`config.mk`:
```
export PLATFORM = sky130hd
export DESIGN_NAME = palette_rgb_gen2_flat
export DESIGN_NICKNAME = d
export VERILOG_FILES = /design/src/rtl/palette_rgb_gen2_if.sv /design/src/rtl/palette_rgb_gen2.sv /design/src/flat_wrapper.sv
export SDC_FILE = /design/constraint.sdc
export NUM_CORES = 1
export LEC_CHECK = 0
export CAP_MARGIN = 10
export CORE_AREA = 2 2 193 195
export CTS_BUF_LIST = sky130_fd_sc_hd__clkbuf_4
export DETAILED_ROUTE_END_ITERATION = 10
export DIE_AREA = 0 0 195 197
export HOLD_SLACK_MARGIN = 0.05
export PLACE_DENSITY = 0.58
export SYNTH_ARGS = -nofsm -noshare
export SYNTH_HDL_FRONTEND = slang
export SYNTH_SLANG_ARGS = --single-unit
```
`constraint.sdc`:
```
create_clock -name clk -period 4.7 [get_ports clk]
set_clock_uncertainty 0.1 [all_clocks]
set_input_delay 0.94 -clock clk [delete_from_list [all_inputs] [get_ports clk]]
set_output_delay 0.94 -clock clk [all_outputs]
set_load 0.1 [all_outputs]
```
`src/rtl/palette_rgb_gen2_if.sv`:
```
// CPU byte-write / readback bus and video lookup port of the parametrised palette.
// The owner of the palette connects through the slave modport.
interface palette_rgb_gen2_if #(
    parameter int IDX_W  = 5,
    parameter int CHAN_W = 4
);
    logic [IDX_W:0]    bus_addr;
    logic [7:0]        bus_wrdata;
    logic              bus_wren;
    logic [7:0]        bus_rddata;
    logic              busy;
    logic [IDX_W-1:0]  palidx;
    logic [CHAN_W-1:0] pal_r;
    logic [CHAN_W-1:0] pal_g;
    logic [CHAN_W-1:0] pal_b;

    modport master (
        output bus_addr, bus_wrdata, bus_wren, palidx,
        input  bus_rddata, busy, pal_r, pal_g, pal_b
    );

    modport slave (
        input  bus_addr, bus_wrdata, bus_wren, palidx,
        output bus_rddata, busy, pal_r, pal_g, pal_b
    );
endinterface

```
`src/rtl/palette_rgb_gen2.sv`:
```
// Parametrised colour palette: two-byte CPU writes via a holding latch, hardware clear after reset,
// registered video lookup. Define PALETTE_READBACK_EN to add the registered CPU readback path.
module palette_rgb_gen2 #(
    parameter int IDX_W  = 5,
    parameter int CHAN_W = 4
) (
    input logic             clk,
    input logic             reset,
    palette_rgb_gen2_if.slave bus
);
    localparam int ENTRIES = 2 ** IDX_W;
    localparam int COLOR_W = 3 * CHAN_W;

    typedef enum logic {CLEAR, IDLE} state_t;

    state_t               state, state_next;
    logic [IDX_W-1:0]     clear_ptr, clear_ptr_next;
    logic [7:0]           latch, latch_next;
    logic                 busy_q;
    logic                 ram_we;
    logic [IDX_W-1:0]     ram_waddr;
    logic [COLOR_W-1:0]   ram_wdata;
    logic [COLOR_W-1:0]   mem [ENTRIES];
    logic [COLOR_W-1:0]   pal_q;
    logic [IDX_W-1:0]     bus_entry;

    assign bus_entry = bus.bus_addr[IDX_W:1];

    always_comb begin
        state_next     = state;
        clear_ptr_next = clear_ptr;
        latch_next     = latch;
        ram_we         = 1'b0;
        ram_waddr      = clear_ptr;
        ram_wdata      = '0;
        case (state)
            CLEAR: begin
                // CPU traffic is ignored entirely until every entry has been zeroed
                ram_we         = 1'b1;
                clear_ptr_next = clear_ptr + IDX_W'(1);
                if (clear_ptr == '1)
                    state_next = IDLE;
            end
            IDLE: begin
                if (bus.bus_wren) begin
                    if (bus.bus_addr[0]) begin
                        // High byte commits {high, latched low}; bits beyond the colour width fall away
                        ram_we    = 1'b1;
                        ram_waddr = bus_entry;
                        ram_wdata = COLOR_W'({bus.bus_wrdata, latch});
                    end else begin
                        latch_next = bus.bus_wrdata;
                    end
                end
            end
            default: state_next = CLEAR;
        endcase
    end

    always_ff @(posedge clk) begin
        if (reset) begin
            state     <= CLEAR;
            clear_ptr <= '0;
            latch     <= '0;
            busy_q    <= 1'b1;
        end else begin
            state     <= state_next;
            clear_ptr <= clear_ptr_next;
            latch     <= latch_next;
            busy_q    <= (state_next == CLEAR);
        end
    end

    always_ff @(posedge clk) begin
        if (ram_we)
            mem[ram_waddr] <= ram_wdata;
    end

    // Registered lookup reads the pre-edge contents, so a same-edge write shows up one sample later
    always_ff @(posedge clk) begin
        if (reset || state == CLEAR)
            pal_q <= '0;
        else
            pal_q <= mem[bus.palidx];
    end

    assign bus.pal_r = pal_q[CHAN_W-1:0];
    assign bus.pal_g = pal_q[2*CHAN_W-1:CHAN_W];
    assign bus.pal_b = pal_q[3*CHAN_W-1:2*CHAN_W];
    assign bus.busy  = busy_q;

`ifdef PALETTE_READBACK_EN
    logic [15:0] rd_word;
    logic [7:0]  rd_q;

    assign rd_word = 16'(mem[bus_entry]);

    always_ff @(posedge clk) begin
        if (reset || state == CLEAR)
            rd_q <= '0;
        else
            rd_q <= bus.bus_addr[0] ? rd_word[15:8] : rd_word[7:0];
    end

    assign bus.bus_rddata = rd_q;
`else
    assign bus.bus_rddata = 8'h00;
`endif
endmodule

```
`src/flat_wrapper.sv`:
```
// flat-port wrapper written by rule: the top's interface ports become plain ports
module palette_rgb_gen2_flat 
#(
    parameter int IDX_W  = 5,
    parameter int CHAN_W = 4
)
  (clk, reset, bus_bus_addr, bus_bus_wrdata, bus_bus_wren, bus_palidx, bus_bus_rddata, bus_busy, bus_pal_r, bus_pal_g, bus_pal_b);
  palette_rgb_gen2_if #(.IDX_W(IDX_W), .CHAN_W(CHAN_W)) bus_i ();
  input logic clk;
  input logic reset;
  input wire logic [$bits(bus_i.bus_addr)-1:0] bus_bus_addr;
  input wire logic [$bits(bus_i.bus_wrdata)-1:0] bus_bus_wrdata;
  input wire logic [$bits(bus_i.bus_wren)-1:0] bus_bus_wren;
  input wire logic [$bits(bus_i.palidx)-1:0] bus_palidx;
  output wire logic [$bits(bus_i.bus_rddata)-1:0] bus_bus_rddata;
  output wire logic [$bits(bus_i.busy)-1:0] bus_busy;
  output wire logic [$bits(bus_i.pal_r)-1:0] bus_pal_r;
  output wire logic [$bits(bus_i.pal_g)-1:0] bus_pal_g;
  output wire logic [$bits(bus_i.pal_b)-1:0] bus_pal_b;
  assign bus_i.bus_addr = bus_bus_addr;
  assign bus_i.bus_wrdata = bus_bus_wrdata;
  assign bus_i.bus_wren = bus_bus_wren;
  assign bus_i.palidx = bus_palidx;
  assign bus_bus_rddata = bus_i.bus_rddata;
  assign bus_busy = bus_i.busy;
  assign bus_pal_r = bus_i.pal_r;
  assign bus_pal_g = bus_i.pal_g;
  assign bus_pal_b = bus_i.pal_b;
  palette_rgb_gen2 #(.IDX_W(IDX_W), .CHAN_W(CHAN_W)) u_core (.clk(clk), .reset(reset), .bus(bus_i));
endmodule
```
**Logic cells by family**

Drawn at 2 px/um.
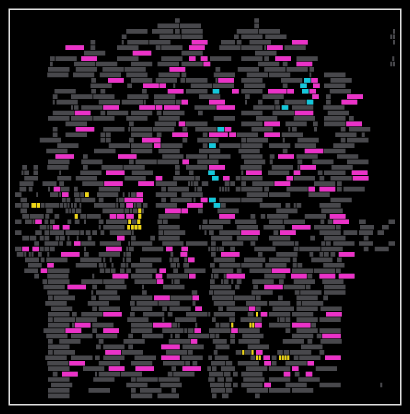
[non-inverting ao/oa cells] cyan | cells: 12
[mux cells] magenta | cells: 148 | where: spread over the die
[nand cells] yellow | cells: 24

**M1 wires**

Drawn at 2 px/um. Supply wires on this layer in grey.
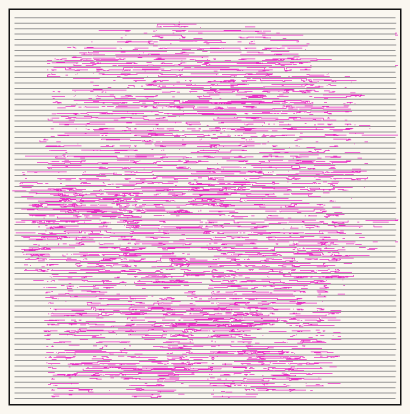
longest straight run: 62.1 um
nets with wire on the layer: 912
met1 Use GR: 0.2630
vias: 8177

**Metal layers overlaid**

Drawn at 2 px/um. Only two layers are drawn.
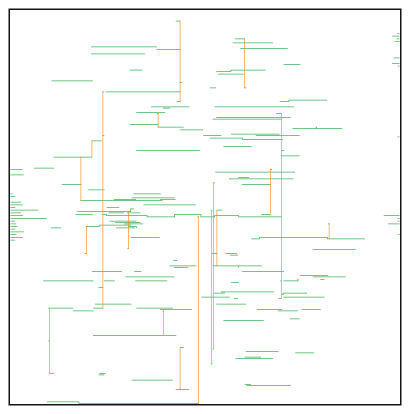
[M4] orange | wire length: 711 um
[M3] green | wire length: 2010 um

==> metrics.yaml <==
grt_pass1_wl_um: 52990
synth.area.top_cells: "edfxtp_1, mux4_2, mux4_1"
yosys_warnings: 0
place_congestion: 0.8102
drive_gt1_frac: 0.2749
critPathLaunchType: "flip-flop"
fin_ws_ns: 1.465
first_pass_iters: 5
cp.arrival_ns: 2.20
path_delay_family: "buffers and inverters"
crit_required_ns: 3.66
nets: 944
track_usage: 0.1902
cts_buffer_depth: 3
comb_share: 0.1977
fin_crit_ns: 3.235
ys_top_cells_by_count: "edfxtp_1, mux2i_1, mux4_2"
clock.fmax_mhz: 309.1
rr_worst_depth: 5
ant_nets: 0
cts_buffers: 101
cts.reportedPaths.clkPinSlew_ns: 0.06
holdCritStartpoint: "u_core.latch[3]"
first_iter_violations: 676
grt_overflow: 0
comb_area_um2: 3627
most_common_cell: "edfxtp_1"
bufAreaShareNonClock: 0.04092
ff_latch_area_um2: 12070
clock-sinks: 411
drt-total-wl_um: 35730
fp.dieW_um: 195
initial_utilization: 0.4443
fin_setup_tns_ns: 0
status: "finished clean"
timing_hold_violations_final: 0
rsz0062_at_grt: "no"
wl_per_cell_um: 24.26
fin_util: 0.5060
largest_class: "sequential cells"
top_area_frac: 0.7157
edf_count: 384
design_power_total_uw: 7165
final_cell_mix: "edfxtp_1, clkbuf_4, mux2i_1"
cellLeakagePower_uw: 0.005544
dp.cells: 1285
fin_crit_sh: 0.6883
design.seq.count: 411
grt_max_degree: 52
postSynthSeqShare: 0.7492
synth_area_um2: 16110
syn_to_final_growth_pct: 13.88
max_stage_delay_ns: 1.14
drc_errors: 0
async_flop_share: 0
syn_inst: 773
die_h_um: 197
cts_tree: "done"
hold_slack_ns: 0.3910
crit_buf_inv: 1
r2r_setup_slack_ns: 1.86
clock_latency_ns: 0.75
grt_pass1_vias: 8601
min_path_cells: 2
post_dp_cell_area_um2: 17050
pin_count: 43
final-clk-cell-share: 0.07058
warning_count: 26
synth_area_per_cell_um2: 20.84
cts_resized: 0
seq_share: 0.6579
antenna_found_initial: 1
die_area_um2: 38420
instances_no_fill: 1473
timing.rr.end: "u_core.mem[24][2]"
root_buffer: "clkbuf_4"
cp-end-kind: "output port"
worst_pin_slew_ns: 1.133
port-buffer-count: 34
power_density_nw_per_um2: 390.5
ys_cells: 773
synth_top_cell_by_area: "edfxtp_1"
h-tree-depth: 3
vias_per_cell: 5.551
setup_viol: 0
max_cap_violations: 0
post_cts_buffers: 0
n_fill_cell: 2982
synth_cell_types: 41
core_region_area_um2: 36260
finalInstanceArea_um2: 18350
yosys_area_um2: 16110
worst_ir_drop_vdd_uv: 162.1
inverters_excl_clock: 4
hp-class: "flip-flop to flip-flop"
whs_endpoint: "u_core.latch[3]"
[worst max-delay path by stage]
stage	from	end	slack (ns)	cells after the start
floorplan	bus_bus_wren	u_core.mem[18][0]	1.86	5
global route	u_core.pal_q[0]	bus_pal_r[0]	1.38	1
global placement	bus_bus_wren	u_core.mem[24][8]	1.19	6
detailed placement	bus_bus_wren	u_core.mem[24][5]	1.10	6
CTS	u_core.bus.busy	bus_busy	1.38	1
finish	u_core.pal_q[4]	bus_pal_g[0]	1.46	1
[worst reg2reg max path, cell delays in order, from the launching register on]
cell,delay [ns]
dfxtp_1,0.54
and3_1,0.71
mux2i_1,0.46
nand3_1,0.29
nor2_1,0.17
buf_4,0.24
[flip-flops by register name, indices dropped and copies added (netlist names)]
register          cells
u_core.bus.busy       1
u_core.pal_q         12
u_core.clear_ptr      5
u_core.latch          8
u_core.mem          384
u_core.state          1
[metal layers]
metal  wire [um]  track usage  share of wire  vias up
li1            -            -              -     3578
met1       15790       0.2630           0.44     4252
met2       17220       0.3007           0.48      296
met3        2012      0.03884          0.056       51
met4         710      0.07153          0.020        0
met5           0            0              0        -
[logic make-up (layout without fill, tap and decap cells)]
group,count (synthesis),count (layout),synth area share
and+or+nand+nor,99,99,0.02842
AOI/OAI and AO/OA,58,58,0.02780
buffers and inverters,52,276,0.02726
adders and majority gates,2,2,0.001553
other,1,9,0.0002328
DFF,411,411,0.7492
muxes,148,148,0.1644
xor gates and xnor gates,2,2,0.001087
[report_power, final]
| group | internal [uW] | switching, uW |
|---|---|---|
| sequential | 3990 | 12.5 |
| clock | 1510 | 1370 |
| combinational | 108 | 176 |
